Placement view:
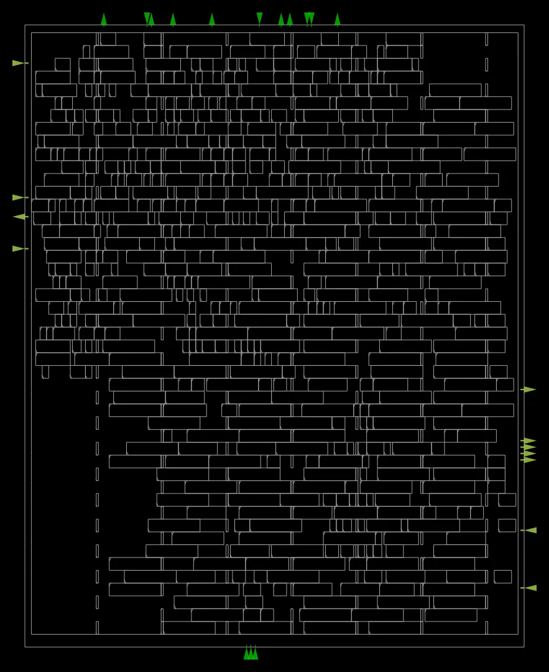
Metal 3:
Scale bar: 20 um.
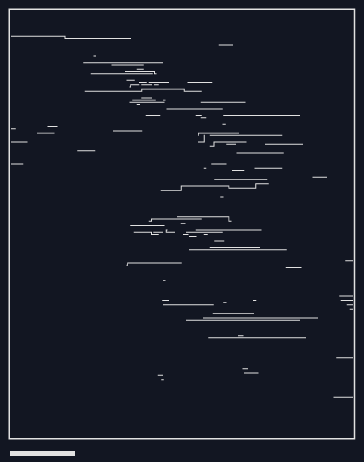
Met2 routing:
Cells faint in the background.
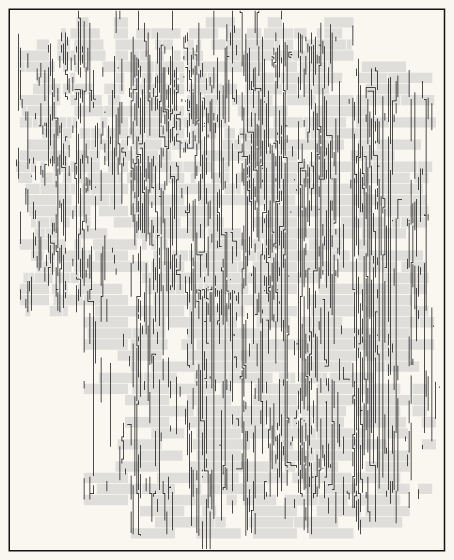
--- config.mk ---
export PLATFORM = sky130hd
export DESIGN_NAME = uart_cmd_ctrl_flat
export DESIGN_NICKNAME = d
export VERILOG_FILES = /design/src/rtl/uart_cmd_ctrl_if.sv /design/src/rtl/uart_cmd_ctrl.sv /design/src/flat_wrapper.sv
export SDC_FILE = /design/constraint.sdc
export NUM_CORES = 1
export LEC_CHECK = 0
export CAP_MARGIN = 0
export CORE_ASPECT_RATIO = 1.25
export CORE_MARGIN = 1
export CORE_UTILIZATION = 55
export DETAILED_ROUTE_END_ITERATION = 16
export PLACE_DENSITY = 0.74
export SYNTH_ARGS = -nofsm -noshare
export SYNTH_HDL_FRONTEND = slang
export SYNTH_SLANG_ARGS = --single-unit
--- constraint.sdc ---
create_clock -name sysclk -period 2.2 [get_ports sysclk]
set_input_delay 0.44 -clock sysclk [delete_from_list [all_inputs] [get_ports sysclk]]
set_output_delay 0.44 -clock sysclk [all_outputs]
set_load 0.02 [all_outputs]
--- src/rtl/uart_cmd_ctrl_if.sv ---
`default_nettype none
// ============================================================================
//  Module      : uart_cmd_ctrl_if
//  Description : Bundle of the byte-input, SDRAM write-FIFO, SDRAM command
//                and status signals of uart_cmd_ctrl.
//                master : the command controller (uart_cmd_ctrl)
//                slave  : its environment (uart_rx, SDRAM controller/FIFO)
//  Signals     : rx_done, rx_data          byte strobe / byte from uart_rx
//                wfifo_wr, wfifo_data      write strobe / byte to write FIFO
//                cmd_req, cmd_rw, cmd_ack  SDRAM command req/ack handshake
//                frame_err, busy           status
//  Revision    : 1.0  initial release
// ============================================================================
interface uart_cmd_ctrl_if;
    logic       rx_done;
    logic [7:0] rx_data;
    logic       wfifo_wr;
    logic [7:0] wfifo_data;
    logic       cmd_req;
    logic       cmd_rw;
    logic       cmd_ack;
    logic       frame_err;
    logic       busy;

    modport master (
        input  rx_done, rx_data, cmd_ack,
        output wfifo_wr, wfifo_data, cmd_req, cmd_rw, frame_err, busy
    );

    modport slave (
        output rx_done, rx_data, cmd_ack,
        input  wfifo_wr, wfifo_data, cmd_req, cmd_rw, frame_err, busy
    );
endinterface
`default_nettype wire

--- src/rtl/uart_cmd_ctrl.sv ---
`default_nettype none
// ============================================================================
//  Module      : uart_cmd_ctrl
//  Description : UART command frame parser and SDRAM command sequencer.
//                Frame: 0x55, cmd (0xAA write / 0xA5 read), BURST_LEN data
//                bytes for a write, optional check byte. Write payload is
//                buffered, streamed to the SDRAM write FIFO, then one
//                req/ack command is issued. Stalled or malformed frames are
//                dropped with a one-cycle frame_err pulse.
//  Ports       : sysclk  system clock (rising edge)
//                nrst    synchronous active-low reset
//                bus     uart_cmd_ctrl_if.master (rx byte in, write FIFO out,
//                        command handshake, frame_err, busy)
//  Parameters  : BURST_LEN   data bytes per write frame (1..16)
//                TIMEOUT_CYC idle cycles allowed between bytes (< 2^20)
//  Options     : UART_CMD_CHKSUM_EN  adds a trailing check byte equal to the
//                XOR of the cmd byte and all data bytes.
//  Revision    : 1.0  initial release
// ============================================================================
module uart_cmd_ctrl #(
    parameter int BURST_LEN   = 4,
    parameter int TIMEOUT_CYC = 104160
) (
    input  wire logic            sysclk,
    input  wire logic            nrst,
    uart_cmd_ctrl_if.master      bus
);

    localparam logic [7:0]  c_HDR     = 8'h55;
    localparam logic [7:0]  c_CMD_WR  = 8'hAA;
    localparam logic [7:0]  c_CMD_RD  = 8'hA5;
    localparam logic [3:0]  c_LAST    = 4'(BURST_LEN - 1);
    localparam logic [4:0]  c_BL      = 5'(BURST_LEN);
    localparam logic [19:0] c_TO_LAST = 20'(TIMEOUT_CYC - 1);

    typedef enum logic [2:0] {
        S_IDLE  = 3'd0,
        S_CMD   = 3'd1,
        S_DATA  = 3'd2,
        S_DRAIN = 3'd3,
        S_REQ   = 3'd4
`ifdef UART_CMD_CHKSUM_EN
        ,
        S_CHK   = 3'd5
`endif
    } state_t;

    state_t      r_state;
    logic        r_byte_vld;
    logic        r_rw;
    logic [3:0]  r_idx;
    logic [4:0]  r_didx;
    logic [19:0] r_to_cnt;
    // Sized for the largest legal burst so a 4-bit index never runs off the end.
    logic [7:0]  r_buf [16];
`ifdef UART_CMD_CHKSUM_EN
    logic [7:0]  r_xor;
`endif

    logic        w_in_frame;
    logic        w_timeout;
    logic [7:0]  w_head;

    // rx_data is only guaranteed from the cycle after rx_done, so every FSM
    // step keys off the delayed strobe.
    always_ff @(posedge sysclk) begin
        if (!nrst) r_byte_vld <= 1'b0;
        else       r_byte_vld <= bus.rx_done;
    end

`ifdef UART_CMD_CHKSUM_EN
    assign w_in_frame = (r_state == S_CMD) || (r_state == S_DATA) || (r_state == S_CHK);
`else
    assign w_in_frame = (r_state == S_CMD) || (r_state == S_DATA);
`endif

    // A byte arriving on the expiry cycle still counts, so it wins.
    assign w_timeout = w_in_frame && !r_byte_vld && (r_to_cnt == c_TO_LAST);

    // First drained byte: when the final data byte and the DRAIN entry share
    // a cycle (BURST_LEN == 1, no check byte) buf[0] is not written yet.
    assign w_head = ((r_state == S_DATA) && (r_idx == 4'd0)) ? bus.rx_data : r_buf[0];

    // Payload buffer needs no reset; stale contents are never drained.
    always_ff @(posedge sysclk) begin
        if ((r_state == S_DATA) && r_byte_vld) begin
            r_buf[r_idx] <= bus.rx_data;
        end
    end

    always_ff @(posedge sysclk) begin
        if (!nrst) begin
            r_state        <= S_IDLE;
            r_rw           <= 1'b0;
            r_idx          <= 4'd0;
            r_didx         <= 5'd0;
            r_to_cnt       <= 20'd0;
`ifdef UART_CMD_CHKSUM_EN
            r_xor          <= 8'd0;
`endif
            bus.wfifo_wr   <= 1'b0;
            bus.wfifo_data <= 8'd0;
            bus.cmd_req    <= 1'b0;
            bus.cmd_rw     <= 1'b0;
            bus.frame_err  <= 1'b0;
            bus.busy       <= 1'b0;
        end else begin
            bus.frame_err <= 1'b0;

            if (r_byte_vld || !w_in_frame) r_to_cnt <= 20'd0;
            else                           r_to_cnt <= r_to_cnt + 20'd1;

            if (w_timeout) begin
                r_state       <= S_IDLE;
                r_idx         <= 4'd0;
                r_to_cnt      <= 20'd0;
                bus.frame_err <= 1'b1;
                bus.busy      <= 1'b0;
            end else begin
                case (r_state)
                    S_IDLE: begin
                        if (r_byte_vld && (bus.rx_data == c_HDR)) begin
                            r_state  <= S_CMD;
                            bus.busy <= 1'b1;
                        end
                    end

                    S_CMD: begin
                        if (r_byte_vld) begin
`ifdef UART_CMD_CHKSUM_EN
                            r_xor <= bus.rx_data;
`endif
                            if (bus.rx_data == c_CMD_WR) begin
                                r_rw    <= 1'b0;
                                r_idx   <= 4'd0;
                                r_state <= S_DATA;
                            end else if (bus.rx_data == c_CMD_RD) begin
                                r_rw <= 1'b1;
`ifdef UART_CMD_CHKSUM_EN
                                r_state <= S_CHK;
`else
                                r_state     <= S_REQ;
                                bus.cmd_req <= 1'b1;
                                bus.cmd_rw  <= 1'b1;
`endif
                            end else begin
                                r_state       <= S_IDLE;
                                bus.frame_err <= 1'b1;
                                bus.busy      <= 1'b0;
                            end
                        end
                    end

                    S_DATA: begin
                        if (r_byte_vld) begin
                            r_idx <= r_idx + 4'd1;
`ifdef UART_CMD_CHKSUM_EN
                            r_xor <= r_xor ^ bus.rx_data;
`endif
                            if (r_idx == c_LAST) begin
`ifdef UART_CMD_CHKSUM_EN
                                r_state <= S_CHK;
`else
                                r_state        <= S_DRAIN;
                                r_didx         <= 5'd1;
                                bus.wfifo_wr   <= 1'b1;
                                bus.wfifo_data <= w_head;
`endif
                            end
                        end
                    end

`ifdef UART_CMD_CHKSUM_EN
                    S_CHK: begin
                        if (r_byte_vld) begin
                            if (bus.rx_data != r_xor) begin
                                r_state       <= S_IDLE;
                                bus.frame_err <= 1'b1;
                                bus.busy      <= 1'b0;
                            end else if (r_rw) begin
                                r_state     <= S_REQ;
                                bus.cmd_req <= 1'b1;
                                bus.cmd_rw  <= 1'b1;
                            end else begin
                                r_state        <= S_DRAIN;
                                r_didx         <= 5'd1;
                                bus.wfifo_wr   <= 1'b1;
                                bus.wfifo_data <= w_head;
                            end
                        end
                    end
`endif

                    // Byte 0 was launched on entry; r_didx is the next byte.
                    S_DRAIN: begin
                        if (r_didx == c_BL) begin
                            r_state      <= S_REQ;
                            bus.wfifo_wr <= 1'b0;
                            bus.cmd_req  <= 1'b1;
                            bus.cmd_rw   <= r_rw;
                        end else begin
                            bus.wfifo_wr   <= 1'b1;
                            bus.wfifo_data <= r_buf[r_didx[3:0]];
                            r_didx         <= r_didx + 5'd1;
                        end
                    end

                    S_REQ: begin
                        if (bus.cmd_ack) begin
                            r_state     <= S_IDLE;
                            bus.cmd_req <= 1'b0;
                            bus.cmd_rw  <= 1'b0;
                            bus.busy    <= 1'b0;
                        end
                    end

                    default: begin
                        r_state  <= S_IDLE;
                        bus.busy <= 1'b0;
                    end
                endcase
            end
        end
    end

endmodule
`default_nettype wire

--- src/flat_wrapper.sv ---
// flat-port wrapper written by rule: the top's interface ports become plain ports
module uart_cmd_ctrl_flat 
#(
    parameter int BURST_LEN   = 4,
    parameter int TIMEOUT_CYC = 104160
)
  (sysclk, nrst, bus_rx_done, bus_rx_data, bus_cmd_ack, bus_wfifo_wr, bus_wfifo_data, bus_cmd_req, bus_cmd_rw, bus_frame_err, bus_busy);
  uart_cmd_ctrl_if bus_i ();
  input  wire logic sysclk;
  input  wire logic nrst;
  input wire logic [$bits(bus_i.rx_done)-1:0] bus_rx_done;
  input wire logic [$bits(bus_i.rx_data)-1:0] bus_rx_data;
  input wire logic [$bits(bus_i.cmd_ack)-1:0] bus_cmd_ack;
  output wire logic [$bits(bus_i.wfifo_wr)-1:0] bus_wfifo_wr;
  output wire logic [$bits(bus_i.wfifo_data)-1:0] bus_wfifo_data;
  output wire logic [$bits(bus_i.cmd_req)-1:0] bus_cmd_req;
  output wire logic [$bits(bus_i.cmd_rw)-1:0] bus_cmd_rw;
  output wire logic [$bits(bus_i.frame_err)-1:0] bus_frame_err;
  output wire logic [$bits(bus_i.busy)-1:0] bus_busy;
  assign bus_i.rx_done = bus_rx_done;
  assign bus_i.rx_data = bus_rx_data;
  assign bus_i.cmd_ack = bus_cmd_ack;
  assign bus_wfifo_wr = bus_i.wfifo_wr;
  assign bus_wfifo_data = bus_i.wfifo_data;
  assign bus_cmd_req = bus_i.cmd_req;
  assign bus_cmd_rw = bus_i.cmd_rw;
  assign bus_frame_err = bus_i.frame_err;
  assign bus_busy = bus_i.busy;
  uart_cmd_ctrl #(.BURST_LEN(BURST_LEN), .TIMEOUT_CYC(TIMEOUT_CYC)) u_core (.sysclk(sysclk), .nrst(nrst), .bus(bus_i));
endmodule
==> notes.md <==
Main metrics from the flow reports.

The total nets after synthesis is 541. The gate count of the mapped netlist came out at 522. The worst setup path is of the reg2reg kind. Leaving out fill and tap cells, the most frequent cells in the layout are 128 x sky130_fd_sc_hd__edfxtp_1, 72 x sky130_fd_sc_hd__nor2_1, 50 x sky130_fd_sc_hd__buf_4. The final clock period utilization by the worst path came out at 0.953.

The setup total negative slack is 0 ns. The share of total power dissipated in combinational logic is 0.020. The largest net degree at the start of global routing came out at 30. CTS placed an instance of sky130_fd_sc_hd__clkbuf_16 at the clock tree root.

The routed wirelength normalized by instance count is ~21 um. The clock share of power is 0.434. The count of input and output buffers came out at 24. The floorplan die width is roughly 110 um. The number of nets with antenna violations after detailed routing came out at 0. The number of flip-flops and latches in the synthesized netlist is about 180. The residual overflow from global routing came out at 0. The wire length reported by the detailed router came out at about 16000 um. The element type at the critical path end is a flip-flop. The count of max-cap constraint violations came out at 0.

Yosys printed 0 warnings. The run finished with clean final reports. The power report lists cell-internal power as ~5.2 mW. The routed via count came out at 4693. The number of buffers inserted during clock tree synthesis came out at 17. The number of I/O pins is 25. By instance count, the leading cell after synthesis is sky130_fd_sc_hd__edfxtp_1. The number of distinct library cells after synthesis came out at between 60 and 70. By instance count after routing, the leading logic cell type is sky130_fd_sc_hd__edfxtp_1. The number of placement rows came out at 47. Subtracting the final worst setup slack from the clock period gives approximately 2.1 ns. The first-pass GRT wire length came out at roughly 26000 um. The number of global-route vias before repair is between 4k and 5k. In the final layout, the share of cells above drive strength 1 is 0.217.

The final setup violation count is 0. The critical path startpoint category is a flip-flop. The mean instance size in the synthesized netlist is around 14 um^2. Yosys attributes the largest share of cell area to sky130_fd_sc_hd__edfxtp_1 52%, sky130_fd_sc_hd__dfxtp_1 14%, sky130_fd_sc_hd__mux4_2 8.2%.

The overall power after layout is about 6.6 mW. The number of cells on the worst reg-to-reg path is 5. Counting flops with an async set or reset pin after synthesis yields a share of 0.

The static leakage came out at approximately 2.8 nW. The post-CTS clock slew at the launch and capture registers of the worst setup and hold paths is ~0.070 ns. The post-route DRC violation count came out at 0. The count of library flops with an enable pin came out at between 100 and 150. The sequential element share of the synthesized area came out at 0.652.

The placer congestion estimate is 0.883.
Notes on 'placement view' above:
non-filler cells, final: 778
total number of sequential cells: 179
number of well taps: 171
flop share of the area: 0.553
placeable core region: 0.0132 mm^2

Notes on 'metal 3' above:
main direction: horizontal
longest straight run: 35.2 um

Notes on 'met2 routing' above:
nets with wire on the layer: 549
wire length on this layer: 8650 um
longest straight run: 96.9 um
main direction: vertical

[logic make-up after synthesis]
| group | count (synthesis) | share of synthesized area |
|---|---|---|
| AOI/OAI and AO/OA | 65 | 0.0654 |
| xor gates and xnor gates | 22 | 0.0258 |
| adders and majority gates | 7 | 0.0117 |
| buffers and inverters | 32 | 0.0195 |
| DFF | 179 | 0.652 |
| muxes | 41 | 0.101 |
| and+or+nand+nor | 176 | 0.125 |
[layer usage]
layer | routed length, um | track usage | vias to the layer above
li1 | - | - | 2139
met1 | 6590 | 0.312 | 2368
met2 | 8650 | 0.429 | 151
met3 | 764 | 0.0479 | 35
met4 | 445 | 0.106 | 0
met5 | 0 | 0 | -
[metrics by stage]
step / instance area [um^2] / instances / setup slack [ns]
floorplan: 7460 / 522 / 0.102
global placement: 8220 / 746 / -0.262
detailed placement: 8220 / 746 / -0.289
CTS: 8780 / 778 / 0.0750
global route: 8800 / 778 / -0.0141
finish: 8800 / 778 / 0.102
[worst max path at each step]
stage / start / cells after the start / slack, ns / endpoint
after detailed placement: bus_rx_data[6] / 6 / -0.29 / u_core.bus.cmd_rw
final: flip-flop / 5 / 0.10 / u_core.bus.wfifo_data[1]
after global routing: bus_rx_data[3] / 7 / -0.01 / u_core.bus.cmd_req
after global placement: bus_rx_data[6] / 6 / -0.26 / u_core.bus.cmd_rw
after CTS: flip-flop / 5 / 0.08 / u_core.bus.wfifo_data[1]
after floorplan: u_core.r_idx[0] / 6 / 0.10 / u_core.r_buf[0][0]
[power by group through the flow]
stage / clock, mW / sequential [mW] / combinational (mW)
finish: 2.87 / 3.61 / 0.136
detailed placement: 0 / 3.68 / 0.133
CTS: 2.89 / 3.61 / 0.134
global placement: 0 / 3.68 / 0.128
global route: 3.02 / 3.61 / 0.144
floorplan: 0 / 3.68 / 0.0328
[critical path, cell delays in order (launching register included)]
cell and delay [ns]:
sky130_fd_sc_hd__dfxtp_2 0.41, sky130_fd_sc_hd__mux4_2 0.50, sky130_fd_sc_hd__nor2b_1 0.14, sky130_fd_sc_hd__a2111oi_0 0.59
sky130_fd_sc_hd__a31oi_1 0.10, sky130_fd_sc_hd__a22o_1 0.24
[area by class of cell]
cell class,count,share of cell area
repair buffers,76,0.0745
flip-flops and latches,179,0.553
well taps,171,0.0243
inverters,9,0.00384
multi-input cells,311,0.281
clock inverters,13,0.0145
clock buffers,19,0.0492
[sequential cells by signal (all words and copies together) (netlist names), named ones only]
register,count
u_core.r_buf,128
u_core.bus.wfifo_data,8
u_core.bus.busy,1
u_core.bus.frame_err,1
u_core.r_state,3
u_core.bus.wfifo_wr,1
u_core.r_byte_vld,1
u_core.bus.cmd_rw,1
u_core.r_didx,5
u_core.r_idx,4
u_core.r_to_cnt,20
u_core.bus.cmd_req,1
u_core.r_rw,1
[what timing repair did]
action	4_1_cts	5_1_grt
setup buffers	0	0
setup endpoints to repair	0	13
resized	0	5
Power figures rest on the tool's default switching activity, not on a simulated workload.
